**Met1 routing**

Bar = 200 um.
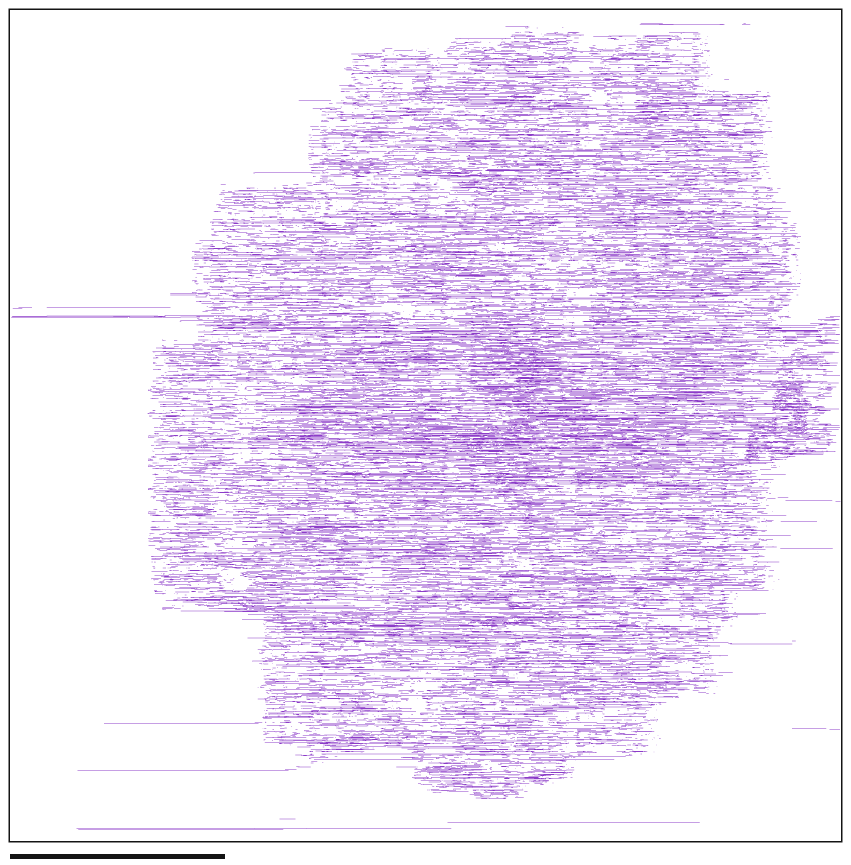
**M2 wires**

Bar = 200 um.
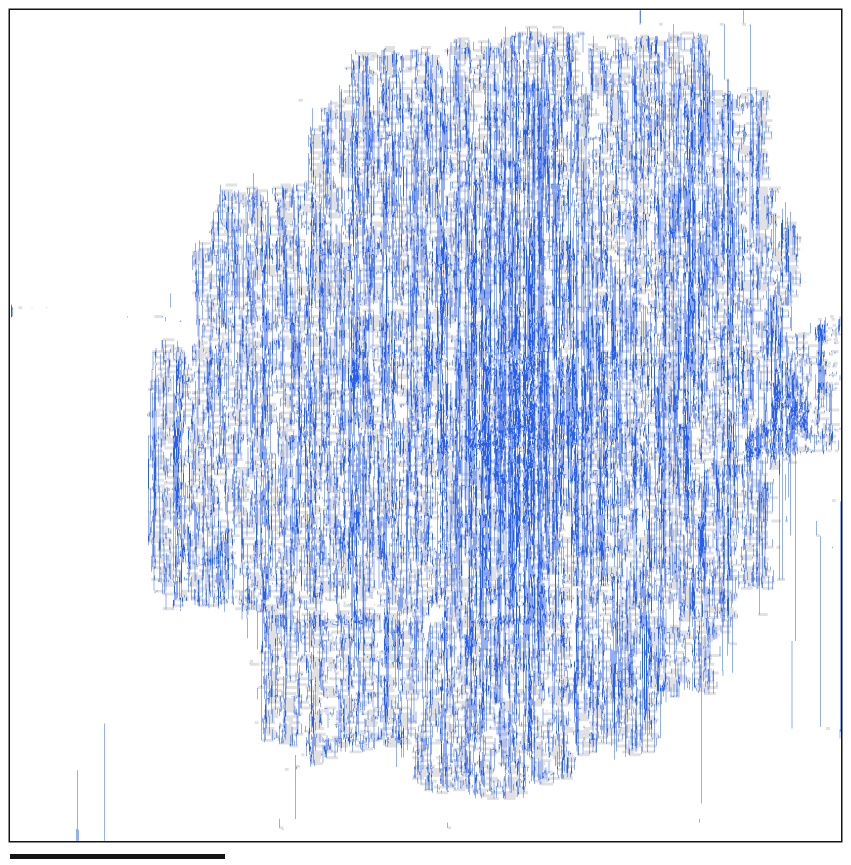
**Metal 3**

Bar = 200 um.
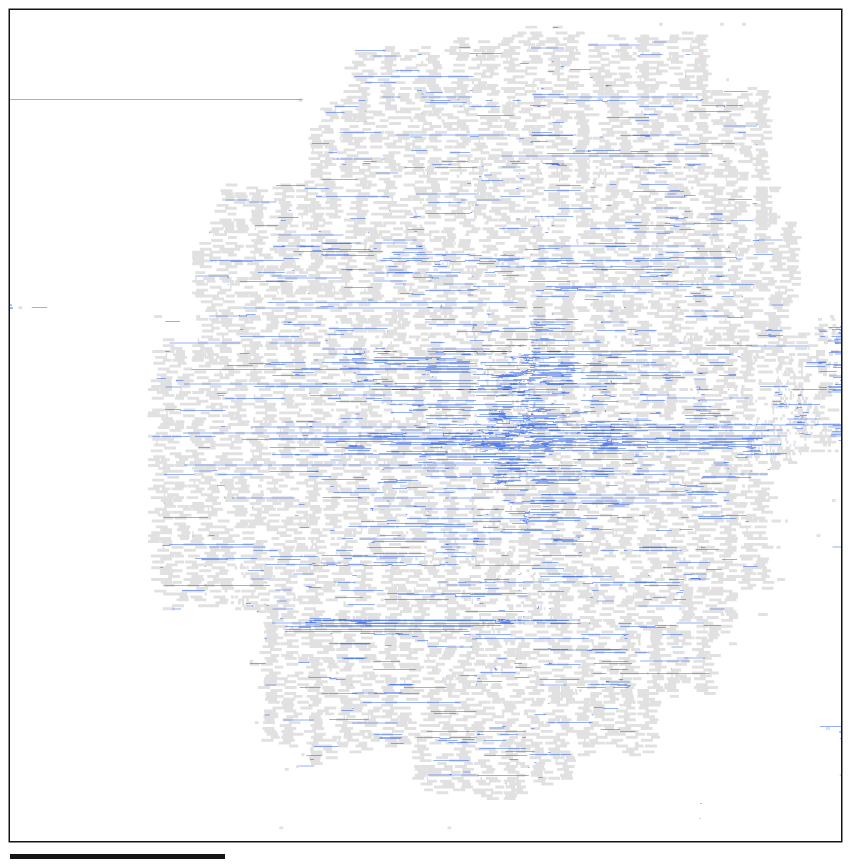
==> config.mk <==
export PLATFORM = sky130hd
export DESIGN_NAME = cpu_core_param
export DESIGN_NICKNAME = d
export VERILOG_FILES = /design/src/rtl/cpu_core_param.sv
export SDC_FILE = /design/constraint.sdc
export NUM_CORES = 2
export LEC_CHECK = 0
export CORE_UTILIZATION = 27
export CTS_CLUSTER_SIZE = 25
export DETAILED_ROUTE_END_ITERATION = 10
export PLACE_DENSITY = 0.48
export SYNTH_ARGS = -nofsm -noshare
export SYNTH_HDL_FRONTEND = slang
export SYNTH_SLANG_ARGS = --single-unit
==> constraint.sdc <==
create_clock -name clk -period 7.7 [get_ports clk]
set_input_delay 1.155 -clock clk [delete_from_list [all_inputs] [get_ports clk]]
set_output_delay 1.155 -clock clk [all_outputs]
set_load 0.005 [all_outputs]
==> results.json <==
{
  "status": "complete, no violations",
  "largest_reg_flops": 4096,
  "post_cts_buffers": 0,
  "slowest_stage": "nor2_2",
  "hold_class": "reg -> reg",
  "drc": 0,
  "drv_cap": 0,
  "max_freq_ghz": 0.187,
  "drt_pre_antenna_iters": 5,
  "dr_wl_met2_mm": 222,
  "ys.flops": 4160,
  "drive_gt1_share_pct": 31.8,
  "worstSetupPathDepth": 7,
  "regToRegSetupSlack_ns": 2.36,
  "synth_cell_types": 66,
  "via_per_inst": 4.92,
  "finalNonFillerCells": 15400,
  "crit_required_ns": 8.31,
  "boundaryPins": 54,
  "drtIter0Drc": 8694,
  "grt_use_total_pct": 15.5,
  "wl_per_cell_um": 31.3,
  "grt_max_degree": 156,
  "htree_levels": 5,
  "cts_inserted_buffers": 424,
  "grt-ovfl-total": 0,
  "p_per_area_mw_per_mm2": 254,
  "fin_nets": 7237,
  "fill_cells": 56000,
  "ir_drop_mv": 0.186,
  "tool_warnings": 69,
  "ys_async_sr_fraction_pct": 0,
  "critical_path.cell_chain": "nand2_1 -> nor2_1 -> nand2_1 -> nor3b_2 -> buf_4 -> nand3_4 -> nor2_2",
  "fp.dieH_um": 773,
  "antenna_found_initial": 35,
  "initial_core_util_pct": 27.2,
  "gp_congestion": 0.890,
  "hold_depth": 2,
  "reg2reg_depth": 7,
  "critPathCaptureType": "flop",
  "flop_cell": "edfxtp_1",
  "hold_buffers": 0,
  "path_delay_family": "simple AND/OR/NAND/NOR gates",
  "crit_buf_inv": 1,
  "critPathArrivalTime_ns": 5.95,
  "crit_type": "reg -> reg",
  "synthCells": 6807,
  "fin_setup_tns_ns": 0,
  "grt_pass1_vias": 76400,
  "leakagePower_uw": 0.0569,
  "ys_cells": 6807,
  "synth-edff-count": 4139,
  "rows": 282,
  "fin_crit_sh_pct": 69.4,
  "clock_path_buffers": 4,
  "syn-num-nets": 6868,
  "dieArea_sq_mm": 0.598,
  "worst_path_largest_cell_delay_ns": 1.17,
  "dp.cells": 14600,
  "cts_tree": "built",
  "relSlewSlack_pct": 0.136,
  "cts.sinks": 4160,
  "yosys_area_sq_mm": 0.161,
  "wl_met1_mm": 206,
  "fin_crit_ns": 5.34,
  "clock_latency_ns": 1.02,
  "timing.hold.ws_ns": 0.471,
  "worstSetupStartpointType": "flop",
  "cpMostUsedCell": "nand2_1",
  "cts_resized": 0,
  "wl_met3_mm": 35.8,
  "drv_slew": 0,
  "dp_hpwl_mm": 300,
  "ant_nets": 0,
  "cts_root_buf": "clkbuf_16",
  "rsz0062_at_grt": "no",
  "highest_layer": "met5",
  "io_buffer_count": 53,
  "finClkSkew_ns": 0.0657,
  "clk_pin_slew_ns": 0.06,
  "die_w_um": 773,
  "setup_violations": 0,
  "hold_violations": 0,
  "yosysWarnings": 0,
  "worst_pin_slew_ns": 1.50,
  "area.growth.synth_to_final_pct": 15.8,
  "syn_avg_cell_area_sq_um": 23.6,
  "core_sq_mm": 0.591,
  "synth_area_sq_mm": 0.161,
  "cp_max_fo": 27
}
-- 'met1 routing' (at the start) --
main direction: horizontal
longest straight run: 235 um
share of all routed wire: 43%
Vias: 75500
final WL: 481 mm
grt met1 use: 21.8%

-- 'M2 wires' (at the start) --
longest straight run: 220 um
nets with wire on the layer: 6713
wire length on this layer: 222 mm
main direction: vertical
GRT met2 Usage: 24.5%

-- 'metal 3' (at the start) --
share of all routed wire: 7.5%
main direction: horizontal
longest straight run: 321 um
nets with wire on the layer: 774
grt met3 use: 3.14%

routing by layer:
metal / vias up / global-route usage [%]
li1: 30000 / -
met1: 41900 / 21.8
met2: 2868 / 24.5
met3: 629 / 3.14
met4: 8 / 4.59
met5: - / 0
synthesized netlist by cell type, types with 25 or more instances:
| library cell | count | area share (%) |
|---|---|---|
| buf_4 | 31 | 0.14 |
| a21oi_1 | 49 | 0.15 |
| inv_1 | 28 | 0.065 |
| buf_2 | 115 | 0.36 |
| edfxtp_1 | 4139 | 77 |
| clkbuf_1 | 157 | 0.37 |
| nand3_1 | 45 | 0.14 |
| nor2_1 | 319 | 0.75 |
| buf_1 | 55 | 0.13 |
| o22ai_1 | 38 | 0.15 |
| a22oi_1 | 49 | 0.23 |
| ha_1 | 25 | 0.19 |
| mux4_2 | 1247 | 17 |
| o21ai_0 | 33 | 0.10 |
| nand2_1 | 93 | 0.22 |
| mux2i_1 | 107 | 0.67 |
area by class of cell:
type                       instances  area [sq um]  area share, %
timing repair buffer             325          3060           1.64
clock buffer                     516         11100           5.94
antenna                            8          20.0         0.0108
multi-input combinational       2237         34700           18.6
tap                             7810          9770           5.25
inverter                          28           105         0.0565
clock inverter                   270          2680           1.44
sequential                      4160        125000           67.0
metrics by stage:
| stage | instance area [sq um] | util (%) | total power (uW) | worst slack (ns) |
|---|---|---|---|---|
| after floorplan | 161000 | - | 26300 | 2.99 |
| final | 186000 | 31.5 | 47200 | 2.36 |
| after detailed placement | 172000 | 29.1 | 27100 | 2.12 |
| after global routing | 186000 | 31.5 | 48400 | 2.29 |
| after global placement | 172000 | 29.1 | 27100 | 2.08 |
| after CTS | 186000 | 31.5 | 47600 | 2.43 |
kinds of logic (layout without fill, tap and decap cells):
logic type	count (synthesis)	after routing	share of synthesized area [%]
buffers and inverters	410	1139	1.23
multiplexers	1362	1362	18.2
AND-OR/OR-AND	272	272	1.17
flip-flops	4160	4160	77.6
AND/OR/NAND/NOR	575	575	1.56
other	0	8	0
XOR/XNOR	1	1	0.00545
adder cells (fa/ha/maj)	27	27	0.220
layout by cell type (no fill, tap or decap), types with 10 or more instances in the layout:
cell type        netlist  layout
o21ai_0               33      33
buf_12                 0      37
edfxtp_1            4139    4139
inv_6                  0      13
a22oi_1               49      49
nand2b_1              15      15
inv_1                 28      28
a21oi_1               49      49
a22o_1                10      10
nor2_1               319      93
nand4_1               12      12
o32ai_1               18      18
ha_1                  25      25
clkdlybuf4s50_1        0      53
dfxtp_4                0      16
nor3_1                20      19
nor2b_1               16      14
clkinv_2               0      88
nand3_1               45      36
clkbuf_16              0     429
buf_4                 31     233
o22ai_1               38      38
bufinv_16              0      42
clkinv_1               0      94
clkinvlp_4             0      15
nor4_1                12      12
mux4_2              1247    1247
or3_1                 17      17
nand2_1               93      90
mux2i_1              107     107
nor2_2                 0     225
clkbuf_1             157      87
where the power goes:
group / internal, uW / switching, uW
sequential: 24700 / 44.2
combinational: 690 / 1190
clock: 11700 / 8940
total: 37000 / 10200
worst register-to-register path, stage by stage, from the launching register on:
cell and delay [ns]:
edfxtp_1 0.88, nand2_1 0.24, nor2_1 0.21, nand2_1 0.15, nor3b_2 0.96, buf_4 0.42
nand3_4 0.82, nor2_2 1.25
No activity file was given, so power comes from the tool's default toggle rates.
